Fig. 1: run 1, port wiring
The bar under the picture is 50 µm long.
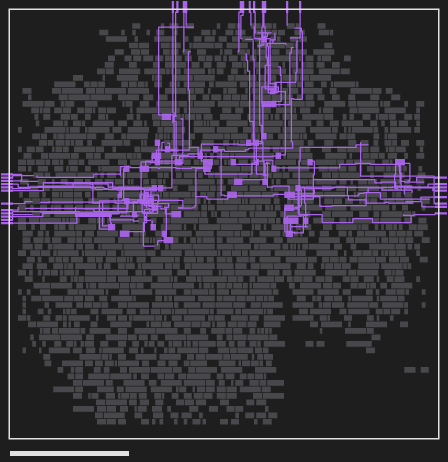
Fig. 2: run 1, track usage over the die
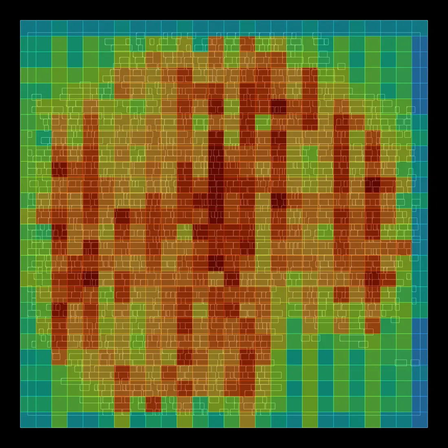
Fig. 3: run 1, register map, names as in the netlist
Other sequential cells in the stronger gray, the rest of the logic in the fainter gray.
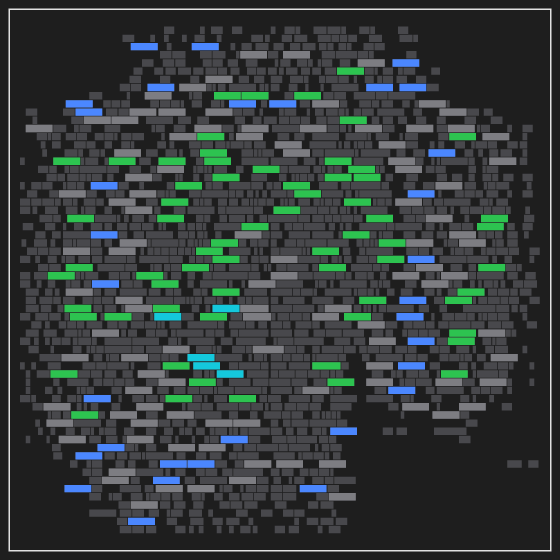
## src/rtl/div_seq_ctrl.sv

```systemverilog
// div_seq_ctrl: multi-cycle sequencer for RV32M DIV/DIVU/REM/REMU.
// Holds no adder of its own. Every cycle it steers the shared 32-bit add/sub
// unit (as_sel/as_in0/as_in1) and registers the returned as_s/as_cout.
//
// Ports:
//   clk, rst_n             clock, asynchronous active-low reset
//   start_valid/ready      request handshake (ready only in IDLE)
//   op                     00 DIV, 01 DIVU, 10 REM, 11 REMU
//   operand_a/b            dividend / divisor
//   flush                  abandon any in-flight operation
//   result_valid/ready     held-result handshake
//   result                 quotient or remainder
//   as_sel/in0/in1         to add/sub unit (sel 1 = in0 - in1)
//   as_s/as_cout           from add/sub unit (cout 1 = no borrow on sub)
module div_seq_ctrl #(
  parameter int unsigned FAST_SPECIAL = 1
) (
  input  logic        clk,
  input  logic        rst_n,
  input  logic        start_valid,
  output logic        start_ready,
  input  logic [1:0]  op,
  input  logic [31:0] operand_a,
  input  logic [31:0] operand_b,
  input  logic        flush,
  output logic        result_valid,
  input  logic        result_ready,
  output logic [31:0] result,
  output logic        as_sel,
  output logic [31:0] as_in0,
  output logic [31:0] as_in1,
  input  logic [31:0] as_s,
  input  logic        as_cout
);

  typedef enum logic [2:0] {IDLE, FIXA, FIXB, ITER, FIXR, DONE} state_t;

  typedef struct packed {
    logic [1:0]  op;
    logic [31:0] a;
    logic [31:0] b;
  } req_t;

  state_t      state, state_nxt;
  req_t        req_q;
  logic        neg_a, neg_b, neg_q, spec_q;
  logic [31:0] dvd, dvs, rem;
  logic [4:0]  cnt;

  // request decode (op[0] = 0 means signed)
  logic        in_sgn, in_na, in_nb, in_bz, in_ovf, in_spec;
  assign in_sgn  = ~op[0];
  assign in_na   = in_sgn & operand_a[31];
  assign in_nb   = in_sgn & operand_b[31];
  assign in_bz   = (operand_b == 32'd0);
  assign in_ovf  = in_sgn & (operand_a == 32'h8000_0000) & (operand_b == 32'hFFFF_FFFF);
  assign in_spec = (FAST_SPECIAL != 0) & (in_bz | in_ovf);

  // special results from the latched request; b == 0 takes priority
  logic [31:0] spec_val;
  always_comb begin
    if (req_q.b == 32'd0) spec_val = req_q.op[1] ? req_q.a : 32'hFFFF_FFFF;
    else                  spec_val = req_q.op[1] ? 32'd0   : 32'h8000_0000;
  end

  // one restoring step: 33-bit partial remainder is {msb_out, shifted}
  logic [31:0] shifted;
  logic        msb_out, take;
  assign shifted = {rem[30:0], dvd[31]};
  assign msb_out = rem[31];
  assign take    = as_cout | msb_out;

  assign start_ready  = (state == IDLE);
  assign result_valid = (state == DONE);

  always_ff @(posedge clk or negedge rst_n) begin
    if (!rst_n) state <= IDLE;
    else        state <= state_nxt;
  end

  always_comb begin
    state_nxt = state;
    as_sel    = 1'b0;
    as_in0    = 32'd0;
    as_in1    = 32'd0;
    case (state)
      IDLE: if (start_valid) state_nxt = in_spec ? FIXR : FIXA;
      FIXA: begin
        as_in1    = req_q.a;
        as_sel    = neg_a;
        state_nxt = FIXB;
      end
      FIXB: begin
        as_in1    = req_q.b;
        as_sel    = neg_b;
        state_nxt = ITER;
      end
      ITER: begin
        as_sel = 1'b1;
        as_in0 = shifted;
        as_in1 = dvs;
        if (cnt == 5'd31) state_nxt = FIXR;
      end
      FIXR: begin
        // special results spend this single slot without using the adder,
        // so both paths leave through the same FIXR -> DONE boundary
        if (!spec_q) begin
          as_in1 = req_q.op[1] ? rem   : dvd;
          as_sel = req_q.op[1] ? neg_a : neg_q;
        end
        state_nxt = DONE;
      end
      DONE:    if (result_ready) state_nxt = IDLE;
      default: state_nxt = IDLE;
    endcase
    if (flush && (state != IDLE)) state_nxt = IDLE;
  end

  always_ff @(posedge clk or negedge rst_n) begin
    if (!rst_n) begin
      req_q  <= '0;
      neg_a  <= 1'b0;
      neg_b  <= 1'b0;
      neg_q  <= 1'b0;
      spec_q <= 1'b0;
      dvd    <= 32'd0;
      dvs    <= 32'd0;
      rem    <= 32'd0;
      cnt    <= 5'd0;
      result <= 32'd0;
    end else begin
      case (state)
        IDLE: if (start_valid) begin
          req_q  <= '{op: op, a: operand_a, b: operand_b};
          neg_a  <= in_na;
          neg_b  <= in_nb;
          neg_q  <= (in_na ^ in_nb) & ~in_bz;
          spec_q <= in_spec;
        end
        FIXA: dvd <= as_s;
        FIXB: begin
          dvs <= as_s;
          rem <= 32'd0;
          cnt <= 5'd0;
        end
        ITER: begin
          rem <= take ? as_s : shifted;
          dvd <= {dvd[30:0], take};
          cnt <= cnt + 5'd1;
        end
        FIXR: if (!flush) result <= spec_q ? spec_val : as_s;
        default: ;
      endcase
    end
  end

endmodule

```

## config.mk

```make
export PLATFORM = sky130hd
export DESIGN_NAME = div_seq_ctrl
export DESIGN_NICKNAME = d
export VERILOG_FILES = /design/src/rtl/div_seq_ctrl.sv
export SDC_FILE = /design/constraint.sdc
export NUM_CORES = 1
export LEC_CHECK = 0
export CAP_MARGIN = 20
export CORE_MARGIN = 3
export CORE_UTILIZATION = 35
export CTS_BUF_LIST = sky130_fd_sc_hd__clkbuf_16
export CTS_CLUSTER_DIAMETER = 50
export DETAILED_ROUTE_END_ITERATION = 16
export SETUP_SLACK_MARGIN = 0.5
export SLEW_MARGIN = 20
export SYNTH_ARGS = -nofsm -noshare
export SYNTH_HDL_FRONTEND = slang
export SYNTH_SLANG_ARGS = --single-unit
```

## constraint.sdc

```tcl
create_clock -name clk -period 1.7 [get_ports clk]
set_input_delay 0.17 -clock clk [delete_from_list [all_inputs] [get_ports clk]]
set_output_delay 0.17 -clock clk [all_outputs]
set_load 0.005 [all_outputs]
```

==> job_summary.md, run 1 <==
## Implementation flow summary

| Metric | Value |
|---|---|
| Status | `finished with violations` |
| Violations in the final reports | `hold timing, setup timing` |
| DRT Pass-1 Iters | `5` |
| Dpl cell area | `14400 µm²` |
| Period minus WS final | `2.36 ns` |
| Clock sink count | `205` |
| Chip Area, Yosys | `10500 µm²` |
| Largest area contributor in the synthesized netlist | `dfrtp_1` |
| Global-route wire length before repair | `63.7 mm` |
| Sequential share of the synthesized area | `48.7%` |
| Max incr delay on CP | `0.58 ns` |
| R2R Path Start | `state[0]` |
| Die area | `32200 µm²` |
| DR DRC count | `0` |
| Most frequent cells in the layout | `dfrtp_1, buf_4, nand2_1, mux2i_1, o21ai_2` |
| Layout area overhead | `76.1%` |
| Final setup skew | `0.0369 ns` |
| Final hold vios | `1` |
| Synth Warn # | `0` |
| RSZ-0062 raised after global routing | `yes` |
| Final Total Pwr | `32.3 mW` |
| Placer Congestion | `0.860` |
| Synthesized registers | `205` |
| R2R depth | `9` |
| Part of the power in registers | `28.3%` |
| R2R Setup Slk | `-0.46 ns` |
| Worst EP required | `1.53 ns` |
| Final WL | `49.9 mm` |
| Fraction of layout cells with a size suffix above 1 | `53.0%` |
| Max rail drop VDD | `0.000936 V` |
| Vias | `11.1k` |
| Fmax achieved | `0.423 GHz` |
| RR Endpoint | `result[31]` |
| Cell Count, Final, Fillers Out | `1932` |
| Clock power share | `18.7%` |
| Starting Density | `36.1%` |
| Tool warnings | `29` |
| Setup violators final | `268` |
| Worst-path fanout max | `8` |
| Syn_nets | `1211` |
| CP Launch Point | `state[1]` |
| Die H | `179 µm` |
| Clk slew on worst S/H paths | `0.06 ns` |
| First DRT Iteration DRCs | `1131` |
| Placed cells | `1752` |
| Top cell area share | `48.7%` |
| Final worst slack | `-0.663 ns` |
| Largest net degree at the start of global routing | `51` |
| CP startpoint kind | `flop` |
| PortBufs | `202` |
| PD cells | `1740 nW/µm²` |
| Clock Tree Root | `clkbuf_16` |
| Worst Hold Launch | `operand_a[20]` |
| Mapped Area | `10500 µm²` |
| Psw | `12.5 mW` |
| Pins Over Slew Limit | `0` |
| Total track usage | `25.0%` |
| Core ar. | `29200 µm²` |
| Worst EP arrival | `2.19 ns` |
| Die X | `179 µm` |
| Clock buffer depth | `3` |
| Post-CTS setup buffer count | `17` |
| CP Class | `reg -> out` |
| # Cells Yosys | `1105` |
| Hold Worst Slack | `-0.0236 ns` |
| Cell Chain, Critical Path | `or4_4 -> buf_8 -> buf_12 -> o22ai_2 -> buf_2` |
| Most frequent logic cell in the layout | `dfrtp_1` |
| Pint | `19.7 mW` |
| Switch share | `38.8%` |
| CTS tree | `done` |
| Synth Instances | `1105` |
| Critical path's slowest cell | `or4_4` |
| DPL Wire Length | `27.6 mm` |
| Post-route ant nets | `0` |
| Max-slew headroom | `45.0%` |
| Row cnt | `62` |
| Max-cap violation count | `0` |
| Avg Cell Area, Syn | `9.53 µm²` |
| TritonCTS Buffers | `29` |
| Synth cell types | `44` |
| Num ports | `203` |
| Vias in the first global route | `10.5k` |
| Logic pwr share | `52.9%` |
| Nets | `1629` |
| Hold-fix buffers at CTS | `1` |
| Vias/cell | `5.76` |
| Fin area | `18500 µm²` |
| Cycle use final | `139%` |
| GRT overflow | `0` |
| Clk ins delay skew pair | `0.56 ns` |
| Type of the most critical hold path | `in -> reg` |
| Hold worst-path end | `req_q[52]` |
| Leak | `8.52 nW` |
| CP Capture Type | `primary output` |
| Main area contributors | `dfrtp_1, mux2i_1, mux2_2` |
| Hold Path Depth | `4` |
| Slew at the pin closest to its max-slew limit | `0.825 ns` |
| Place WS | `-0.617 ns` |
| # H-tree levels | `1` |
| Post-CTS sizing | `244` |
| Initial antenna violation count | `3` |
-- Fig. 1 (at the start) --
legend:
  operand_b:
    color: purple
    direction: input
    edge: 12 north, 12 west, 8 east
    end_cells: 52
    wire: 3160 µm

-- Fig. 2 (at the start) --
GR Util met2: 40.6%
Layout Utilization: 63.6%
M3 GR Usage: 5.21%
DR WL/cell: 25.8 µm

-- Fig. 3 (at the start) --
legend:
  dvd:
    color: blue
    placed_flops: 32
    where: spread over the die
  cnt:
    color: cyan
    placed_flops: 5
  req_q:
    color: green
    placed_flops: 65
not colored: 103
Seq. cell area: 5140 µm²
sequential share of cell area: 27.7%
power in sequential cells: 9.15 mW

-- run 1: routing by layer --
metal / GRT usage, % / part of all wire, %
met1: 34.0 / 40
met2: 40.6 / 47
met3: 5.21 / 8.1
met4: 7.09 / 5.3
met5: 0 / 0.026
-- run 1: stage by stage --
step,setup TNS [ns],hold slack [ns],utilization (%)
detailed placement,-66.15,0.0963,49.3
CTS,-71.52,0.112,55.4
finish,-90.85,-0.0236,63.6
global placement,-60.99,0.0971,49.3
floorplan,0,-0.126,-
global route,-98.96,0.0228,63.5
-- run 1: power by group through the flow --
stage               Combinational, mW  Sequential (mW)  Clock, mW
CTS                              13.2             8.82       6.03
global placement                 11.4             8.73          0
global route                     17.9             9.36       6.25
floorplan                        6.37             8.29          0
detailed placement               11.5             8.81          0
finish                           17.1             9.15       6.04
-- run 1: registers in the layout, summed over array words and instances (netlist names) --
| register | cells |
|---|---|
| result | 32 |
| req_q | 65 |
| neg_q | 1 |
| dvd | 32 |
| neg_a | 1 |
| state | 3 |
| rem | 32 |
| cnt | 5 |
| spec_q | 1 |
| neg_b | 1 |
| dvs | 32 |
-- run 1: cells by family (layout without fill, tap and decap cells) --
logic type	count (synthesis)	after routing	synth area share, %
buffers and inverters	152	591	5.59
AND/OR/NAND/NOR	308	309	13.4
multiplexers	161	161	16.1
XOR/XNOR	2	2	0.166
adder cells (fa/ha/maj)	2	2	0.238
other	0	3	0
AND-OR/OR-AND	275	275	15.8
flip-flops	205	205	48.7
-- run 1: worst max path at each step --
stage,slack (ns),endpoint,depth (start not counted)
final,-0.66,as_in1[7],5
after global routing,-0.70,as_in1[5],5
after CTS,-0.91,as_sel,4
after detailed placement,-0.62,state[0],7
after global placement,-0.56,as_in1[16],4
after floorplan,0.15,as_in1[0],5
-- run 1: layout make-up --
cell class / instances / area (µm²)
Antenna cell: 3 / 7.51
Clock buffer: 29 / 726
Clock inverter: 24 / 225
Fill cell: 2234 / 10600
Inverter: 64 / 240
Multi-Input combinational cell: 749 / 6500
Sequential cell: 205 / 5140
Tap cell: 384 / 480
Timing Repair Buffer: 474 / 5220
-- run 1: critical path, delay by kind of cell (launching register included) --
family | cells | cell delay [ns]
AND/OR/NAND/NOR | 1 | 0.58
AND-OR/OR-AND | 1 | 0.11
flip-flops | 1 | 0.48
buffers and inverters | 3 | 0.47
-- run 1: cells in the mapped netlist --
library cell,count
dfrtp_1,205
nand2_1,179
o21ai_0,100
mux2i_1,95
clkbuf_1,67
a21oi_1,65
mux2_2,65
inv_1,64
nor2_1,39
o22ai_1,34
a22oi_1,33
and3_1,33
o22a_1,32
nor4_1,21
buf_2,14
nand4_1,8
buf_1,7
nand3_1,4
nor3_1,4
a22o_1,3
and4_1,3
a31oi_1,2
and2_1,2
ha_1,2
nand3b_1,2
nand4b_1,2
nor2b_1,2
or4_1,2
a21boi_0,1
a2bb2oi_1,1
and4b_1,1
mux2_1,1
nand2b_1,1
nor3_2,1
nor3b_1,1
nor4bb_1,1
o21a_1,1
o31a_1,1
o31ai_4,1
o32ai_1,1
or2_2,1
or4_4,1
xnor2_1,1
xor2_1,1
Fig. 4: run 1, clock wires, drivers and flops
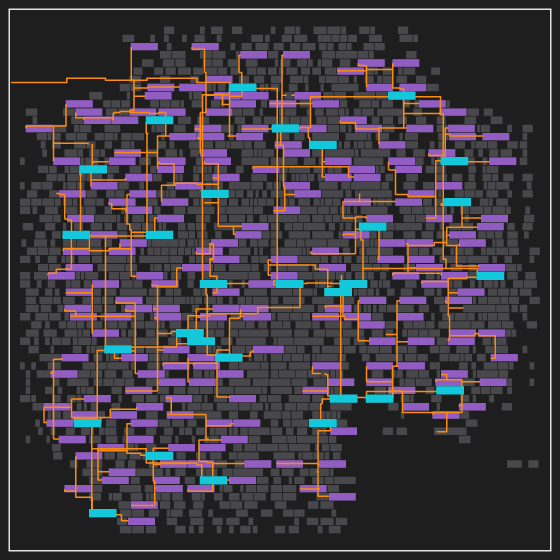

==> inputs of run 2 (changes only) <==
Settings changed: CORE_MARGIN 3 to 2, CORE_UTILIZATION 35 to 40, GPL_TIMING_DRIVEN from default to 1, PLACE_DENSITY from default to 0.67.
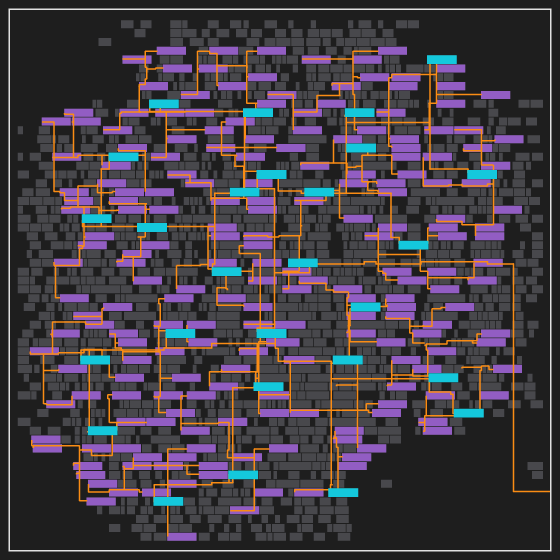
Fig. 5. Clock wires, drivers and flops (run 2).
legend:
  clock wires:
    color: orange
    length: 2900 µm
  clock drivers:
    color: cyan
    count: 27
  flip-flops:
    color: purple
    count: 205
flops lie: spread over the die
clk ins delay skew pair: 0.54 ns
clock power share: 19.6%
Clk. pwr: 5.65 mW
final setup skew: 0.0146 ns

==> run 2 against run 1 <==
Net effect:
- the run ends with setup timing left
- global-route usage increased by 3.4 points
- clock-buffer cell count down 2
- cell area shrank 8.7%
- clock skew shrank 0.022 ns
- power decreased by 11%
- final cell count decreased by 5.1%
- combinational power is 18% lower
- wire length decreased by 12%
- area after synthesis did not move
- critical endpoint is now as_in1[1]
==> job_summary.md, run 2 <==
## Implementation flow summary

| Metric | Value |
|---|---|
| Final Total Pwr | `28.8 mW (-11%)` |
| Final WL | `43.8 mm (-12%)` |
| Layout area overhead | `60.8%` |
| TritonCTS Buffers | `27 (-6.9%)` |
| Placed cells | `1681 (-4.1%)` |
| Final hold vios | `0 (-1)` |
| Initial antenna violation count | `1 (-2)` |
| CP Capture Type | `primary output` |
| R2R Setup Slk | `-0.31 ns (+0.15 ns)` |
| Fraction of layout cells with a size suffix above 1 | `35.4% (-18 points)` |
| Die H | `166 µm (-7.4%)` |
| Max incr delay on CP | `0.67 ns (+0.09 ns)` |
| Nets | `1585 (-2.7%)` |
| Tool warnings | `29 (unchanged)` |
| Clock sink count | `205 (unchanged)` |
| Met1 GRT Util | `39.1% (+5.1 points)` |
| CP delay by family, top | `simple AND/OR/NAND/NOR gates` |
| Final worst slack | `-0.804 ns (-0.140 ns)` |
| Largest area contributor in the synthesized netlist | `dfrtp_1` |
| Number of flip-flops in the largest register | `65 (unchanged)` |
| Die area | `27600 µm² (-14%)` |
| Setup TNS | `-75.93 ns (+14.92 ns)` |
| DR DRC count | `0 (unchanged)` |
| Status | `finished with violations` |
| Top cells by count | `dfrtp_1, nand2_1, o21ai_0` |
| Main area contributors | `dfrtp_1, mux2i_1, mux2_2` |
| Worst EP required | `1.53 ns (about the same)` |
| Placer Congestion | `0.920 (+7.0%)` |
| Cell Chain, Critical Path | `or4_4 -> buf_6 -> clkbuf_16 -> buf_8 -> o22ai_2 -> buf_2` |
| Global-route wire length before repair | `61.3 mm (-3.8%)` |
| Chip Area, Yosys | `10500 µm² (unchanged)` |
| Row cnt | `59 (-4.8%)` |
| Clock buffer depth | `3 (unchanged)` |
| Fill cells | `1937 (-13%)` |
| Max rail drop VDD | `0.000733 V (-22%)` |
| R2R depth | `12 (+3)` |
| Most frequent cells in the layout | `dfrtp_1, nand2_1, clkdlybuf4s50_1, buf_4, mux2i_1` |
| M3 GR Usage | `4.89% (-0.33 points)` |
| Starting Density | `40.5% (+4.4 points)` |
| Vias/cell | `5.85 (+1.6%)` |
| Mapped Area | `10500 µm² (unchanged)` |
| Post-route ant nets | `0 (unchanged)` |
| Total track usage | `28.5% (+3.4 points)` |
| Most frequent logic cell in the layout | `dfrtp_1` |
| Vias in the first global route | `10.3k (-1.4%)` |
| Fmax achieved | `0.399 GHz (-5.6%)` |
| Vias | `10.7k (-3.5%)` |
| Synth Warn # | `0 (unchanged)` |
| Die X | `166 µm (-7.4%)` |
| Pins Over Slew Limit | `0 (unchanged)` |
| DRT Pass-1 Iters | `5 (unchanged)` |
| Cycle use final | `147% (+8.2 points)` |
| Dpl cell area | `14100 µm² (-2.0%)` |
| Clk slew on worst S/H paths | `0.06 ns (about the same)` |
| R2R Path Start | `state[0]` |
| # Cells Yosys | `1105 (unchanged)` |
| CP Launch Point | `state[1]` |
| Hold Worst Slack | `0.110 ns (+0.134 ns)` |
| CP Class | `reg -> out` |
| Synth Instances | `1105 (unchanged)` |
| Period minus WS final | `2.50 ns (+0.140 ns)` |
| Most used routing layer in global routing | `met2` |
| Synth cell types | `44 (unchanged)` |
| Avg Cell Area, Syn | `9.53 µm² (unchanged)` |
| Worst path depth | `6 (+1)` |
| Leak | `7.68 nW (-9.9%)` |
| Slew at the pin closest to its max-slew limit | `0.516 ns (-0.310 ns)` |
| Cell Count, Final, Fillers Out | `1834 (-5.1%)` |
| RR Endpoint | `cnt[2]` |
| Max-cap violation count | `0 (unchanged)` |
| Synthesized registers | `205 (unchanged)` |
| Critical path's slowest cell | `or4_4` |
| Place WS | `-0.628 ns (-0.0113 ns)` |
| First DRT Iteration DRCs | `1177 (+4.1%)` |
| CTS tree | `done` |
| CP startpoint kind | `flop` |
| Yosys top cell by instances | `dfrtp_1` |
| Worst-path fanout max | `6 (-2)` |
| Post-synth EDFFs | `0 (unchanged)` |
| Syn_nets | `1211 (unchanged)` |
| Most flops, register | `req_q` |
| Synth async-reset ratio | `100% (unchanged)` |
| Largest net degree at the start of global routing | `64 (+25%)` |
| Core ar. | `26000 µm² (-11%)` |
| Setup violators final | `264 (-1.5%)` |
| Violations in the final reports | `setup timing` |
| Clock Tree Root | `clkbuf_16` |
| # H-tree levels | `1 (unchanged)` |
| DR WL/cell | `23.9 µm (-7.6%)` |
| DPL Wire Length | `26.1 mm (-5.3%)` |
| Top_reg_cell synth | `dfrtp_1` |
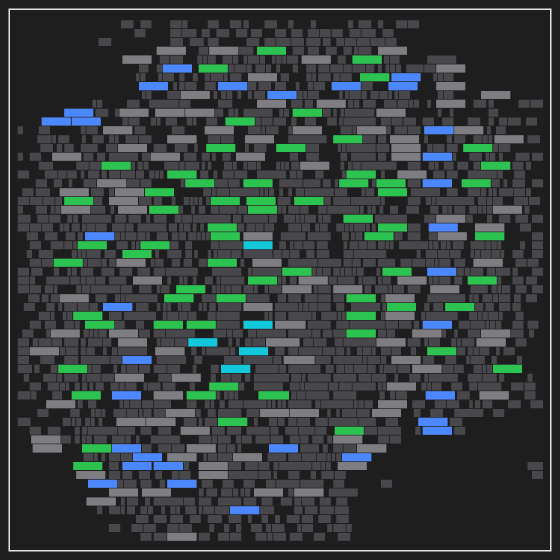
Fig. 6. Register map, names as in the netlist (run 2).
Other sequential cells in the stronger gray, the rest of the logic in the fainter gray.
legend:
  cnt:
    color: cyan
    placed_flops: 5
    where: center
  dvd:
    color: blue
    placed_flops: 32
    where: spread over the die
  req_q:
    color: green
    placed_flops: 65
sequential share of cell area: 30.4%
Layout Utilization: 65.1%
power in sequential cells: 9.08 mW

==> run 2: logic make-up (layout without fill, tap and decap cells) <==
logic type	Yosys count	after routing	share of synthesized area, %
xor gates and xnor gates	2	2	0.166
adders and majority gates	2	2	0.238
AOI/OAI and AO/OA	275	275	15.8
muxes	161	161	16.1
DFF	205	205	48.7
other	0	1	0
and+or+nand+nor	308	309	13.4
buffers and inverters	152	544	5.59
==> run 2: area by class of cell <==
class                   instances  area [µm²]  area share [%]
inverters                      64         240            1.42
clock buffers                  27         676            3.99
diodes                          1        2.50          0.0148
clock inverters                21         196            1.16
flip-flops and latches        205        5140            30.4
well taps                     335         419            2.48
multi-input cells             749        5510            32.5
repair buffers                432        4750            28.1
==> run 2: power breakdown <==
part	total, mW	leakage (nW)	switching, mW	internal [mW]
logic	14.0	4.72	6.47	7.58
registers	9.08	2.53	1.97	7.12
clock network	5.65	0.435	2.30	3.35
==> run 2: what timing repair did <==
action / in CTS / in global routing
gates resized: 284 / 202
setup endpoints to repair: 304 / 304
gates cloned: 15 / 11
hold buffers: 1 / 0
endpoints found under the hold margin: 205 / 0
setup buffers: 31 / 46
pin swaps: 7 / 13
==> run 2: per-layer routing <==
layer / wire length (µm) / part of all wire (%)
met1: 17700 / 40
met2: 20300 / 46
met3: 3780 / 8.6
met4: 2020 / 4.6
met5: 0 / 0
==> run 2: worst max path at each step <==
stage	end	slack, ns
after floorplan	as_in1[0]	0.15
after global placement	as_in1[25]	-0.57
after detailed placement	spec_q	-0.63
after CTS	as_in1[25]	-0.91
after global routing	as_in1[7]	-0.85
final	as_in1[1]	-0.80
Fig. 7: run 2, metal 1
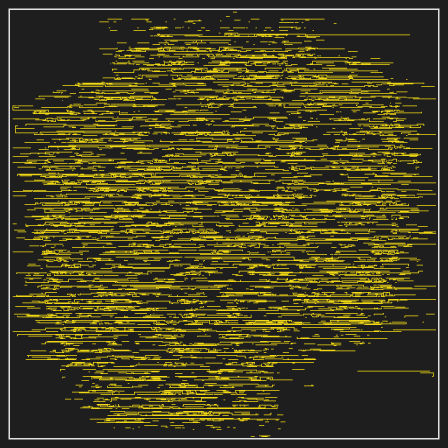

==> inputs of run 3 (changes only) <==
Settings changed: SKIP_LAST_GASP from default to 1.
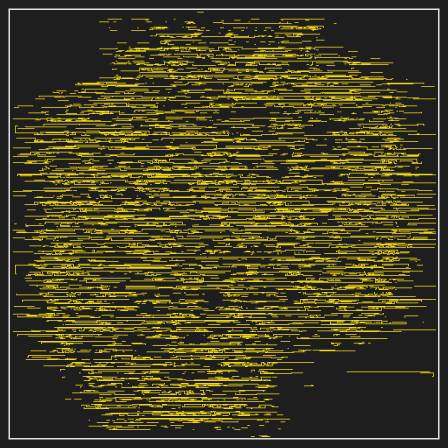
Fig. 8. Metal 1 (run 3).
share of all routed wire: 41%
nets with wire on the layer: 1443
wire length on this layer: 17900 µm

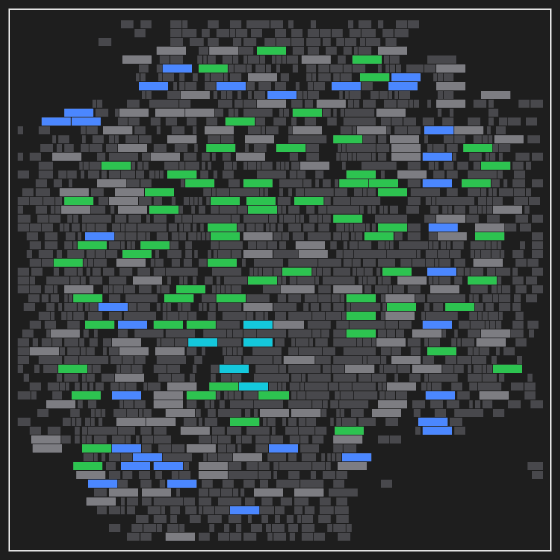
Fig. 9. Register map, names as in the netlist (run 3).
Other sequential cells in the stronger gray, the rest of the logic in the fainter gray.
legend:
  dvd:
    color: blue
    placed_flops: 32
    where: spread over the die
  cnt:
    color: cyan
    placed_flops: 5
    where: center
  req_q:
    color: green
    placed_flops: 65
not colored: 103
Layout Utilization: 65.2%
sequential share of cell area: 30.3%
power in sequential cells: 9.06 mW

==> run 3 against run 2 <==
Net effect:
- the run still ends with setup timing left
- sequential power about the same
- maximum frequency increased by 1.8%
- die area unchanged
- sequential cell count unchanged
- cell area about the same
- core utilization increased by 0.058 points
- non-clock buffer count decreased by 6
- final cell count decreased by 0.27%
- combinational power about the same
- first-iteration DRC count decreased by 6.5%
- global-route usage about the same
- critical endpoint unchanged
- largest cell class unchanged
- highest routed layer unchanged
==> job_summary.md, run 3 <==
## Implementation flow summary

| Metric | Value |
|---|---|
| Core ar. | `26000 µm² (unchanged)` |
| Most frequent logic cell in the layout | `dfrtp_1` |
| Most flops, register | `req_q` |
| Worst EP arrival | `2.29 ns` |
| Top cell area share | `48.7%` |
| Pins Over Slew Limit | `0 (unchanged)` |
| Setup TNS | `-73.43 ns (+2.49 ns)` |
| Post-synth EDFFs | `0 (unchanged)` |
| Num ports | `203` |
| First DRT Iteration DRCs | `1101 (-6.5%)` |
| Multi-input gate area | `5590 µm² (+1.5%)` |
| Row cnt | `59 (unchanged)` |
| Vias/cell | `5.80 (-0.88%)` |
| Vias | `10.6k (-1.1%)` |
| Seq. cell area | `5140 µm² (unchanged)` |
| DPL Wire Length | `26.1 mm (unchanged)` |
| Synth async-reset ratio | `100% (unchanged)` |
| RSZ-0062 raised after global routing | `yes` |
| Clock buffer depth | `3 (unchanged)` |
| Top_reg_cell synth | `dfrtp_1` |
| Yosys top cell by instances | `dfrtp_1` |
| Clock Tree Root | `clkbuf_16` |
| Die H | `166 µm (unchanged)` |
| CTS tree | `done` |
| Die area | `27600 µm² (unchanged)` |
| Fraction of layout cells with a size suffix above 1 | `36.6% (+1.1 points)` |
| Die X | `166 µm (unchanged)` |
| Number of flip-flops in the largest register | `65 (unchanged)` |
| Synth Warn # | `0 (unchanged)` |
| GRT overflow | `0` |
| Main area contributors | `dfrtp_1, mux2i_1, mux2_2` |
| Chip Area, Yosys | `10500 µm² (unchanged)` |
| Leak | `7.68 nW (about the same)` |
| Synth Instances | `1105 (unchanged)` |
| Layout area overhead | `60.9% (about the same)` |
| Fmax achieved | `0.406 GHz (+1.8%)` |
| Nets | `1579 (-0.38%)` |
| Initial antenna violation count | `3 (+2)` |
| Final WL | `43.4 mm (-0.87%)` |
| Worst-path fanout max | `5 (-1)` |
| PortBufs | `202` |
| Final setup skew | `0.0169 ns (+0.00235 ns)` |
| Type of the most critical hold path | `in -> async` |
| Worst EP required | `1.53 ns (about the same)` |
| Most frequent cells in the layout | `dfrtp_1, nand2_1, clkdlybuf4s50_1, buf_4, mux2i_1` |
| Final hold vios | `0 (unchanged)` |
| Max rail drop VDD | `0.000742 V (+1.2%)` |
| DR DRC count | `0 (unchanged)` |
| Clock sink count | `205 (unchanged)` |
| Fill cells | `1945 (+0.41%)` |
| Largest area contributor in the synthesized netlist | `dfrtp_1` |
| Period minus WS final | `2.46 ns (-0.0433 ns)` |
| CP Capture Type | `primary output` |
| DR WL/cell | `23.7 µm (-0.60%)` |
| Sequential share of the synthesized area | `48.7%` |
| CP Class | `reg -> out` |
| Setup violators final | `264 (unchanged)` |
| Syn_nets | `1211 (unchanged)` |
| RR Endpoint | `state[2]` |
| Violations in the final reports | `setup timing` |
| Max-cap violation count | `0 (unchanged)` |
| Mapped Area | `10500 µm² (unchanged)` |
| Global-route wire length before repair | `61.4 mm (+0.17%)` |
| Max-slew headroom | `61.9%` |
| R2R Setup Slk | `-0.28 ns (+0.03 ns)` |
| Final Total Pwr | `28.8 mW (about the same)` |
| Placed cells | `1681 (unchanged)` |
| # H-tree levels | `1 (unchanged)` |
| # Cells Yosys | `1105 (unchanged)` |
| CP startpoint kind | `flop` |
| Synth cell types | `44 (unchanged)` |
| Placer Congestion | `0.920 (unchanged)` |
| R2R depth | `10 (-2)` |
| TritonCTS Buffers | `27 (unchanged)` |
| Synthesized registers | `205 (unchanged)` |
| Status | `finished with violations` |
| Starting Density | `40.5% (unchanged)` |
| Tool warnings | `29 (unchanged)` |
| Avg Cell Area, Syn | `9.53 µm² (unchanged)` |
| Cell Count, Final, Fillers Out | `1829 (-0.27%)` |
| Post-route ant nets | `0 (unchanged)` |
| Top cells by count | `dfrtp_1, nand2_1, o21ai_0` |
| Slew at the pin closest to its max-slew limit | `0.566 ns (+0.0498 ns)` |
| Clk slew on worst S/H paths | `0.06 ns (about the same)` |
| Cycle use final | `145% (-2.5 points)` |
| Clk ins delay skew pair | `0.54 ns (about the same)` |
| R2R Path Start | `state[0]` |
| PD cells | `1700 nW/µm²` |
| Total track usage | `28.5% (about the same)` |
| DRT Pass-1 Iters | `7 (+2)` |
| Largest net degree at the start of global routing | `64 (unchanged)` |
| Vias in the first global route | `10.4k (+0.33%)` |
| Final worst slack | `-0.760 ns (+0.0433 ns)` |
run 3: cell types whose count changed in the layout (fill, tap and decap cells not counted), moves of 2 or more:
cell,delta
nor2_1,+2
o21ai_1,-24
o21ai_0,+3
o22ai_1,-2
nand2_4,-2
buf_6,-9
o21ai_2,+21
clkbuf_2,+2
run 3: timing repair:
| action | 4_1_cts | 5_1_grt |
|---|---|---|
| gates cloned | 15 | 11 |
| pin swaps | 4 | 11 |
| endpoints found under the setup margin | 304 | 304 |
| hold buffers | 1 | 0 |
| buffers inserted | 31 | 40 |
| endpoints found under the hold margin | 205 | 0 |
| resized | 203 | 283 |
run 3: final cells by class:
type,count,area share [%]
sequential,205,30.3
inverter,64,1.42
tap,335,2.47
multi-input combinational,749,33.0
clock buffer,27,3.99
clock inverter,21,1.16
antenna,2,0.0295
timing repair buffer,426,27.6
run 3: through the flow:
stage          hold slack, ns  setup WS, ns  area [µm²]
3_3_place_gp            0.102        -0.566       14100
2_1_floorplan          -0.126         0.146       11000
6_report                0.119        -0.760       16900
3_5_place_dp            0.106        -0.628       14100
4_1_cts                 0.118        -0.910       15900
5_1_grt                 0.142        -0.806       16900
run 3: power breakdown:
part | internal, mW | switching [mW] | leakage (nW)
combinational | 7.57 | 6.54 | 4.71
clock | 3.35 | 2.29 | 0.435
sequential | 7.12 | 1.94 | 2.53
run 3: cells by family after synthesis:
| group | synth area share [%] |
|---|---|
| muxes | 16.1 |
| AOI/OAI and AO/OA | 15.8 |
| adders and majority gates | 0.238 |
| and+or+nand+nor | 13.4 |
| DFF | 48.7 |
| xor gates and xnor gates | 0.166 |
| buffers and inverters | 5.59 |
run 3: worst max-delay path: stages (launching register included):
cell       delay [ns]
dfrtp_4          0.47
or4_4            0.64
buf_6            0.16
clkbuf_16        0.14
buf_8            0.12
o22ai_2          0.07
buf_2            0.13
run 3: per-layer routing:
| metal | track usage (%) | vias to the layer above | part of all wire [%] |
|---|---|---|---|
| met4 | 11.6 | 0 | 4.2 |
| li1 | - | 4660 | - |
| met3 | 5.15 | 126 | 7.7 |
| met2 | 45.3 | 569 | 47 |
| met5 | 0 | - | 0 |
| met1 | 38.7 | 5250 | 41 |
run 3: how the worst max path moves through the flow:
stage | startpoint | end | slack (ns) | cells after the start
after floorplan | state[2] | as_in1[0] | 0.15 | 5
after global placement | state[1] | as_in1[25] | -0.57 | 4
after detailed placement | operand_a[14] | spec_q | -0.63 | 6
after CTS | state[1] | as_in1[25] | -0.91 | 4
after global routing | state[1] | as_in1[29] | -0.81 | 6
final | state[1] | as_in1[1] | -0.76 | 6
Power figures rest on the tool's default switching activity, not on a simulated workload.
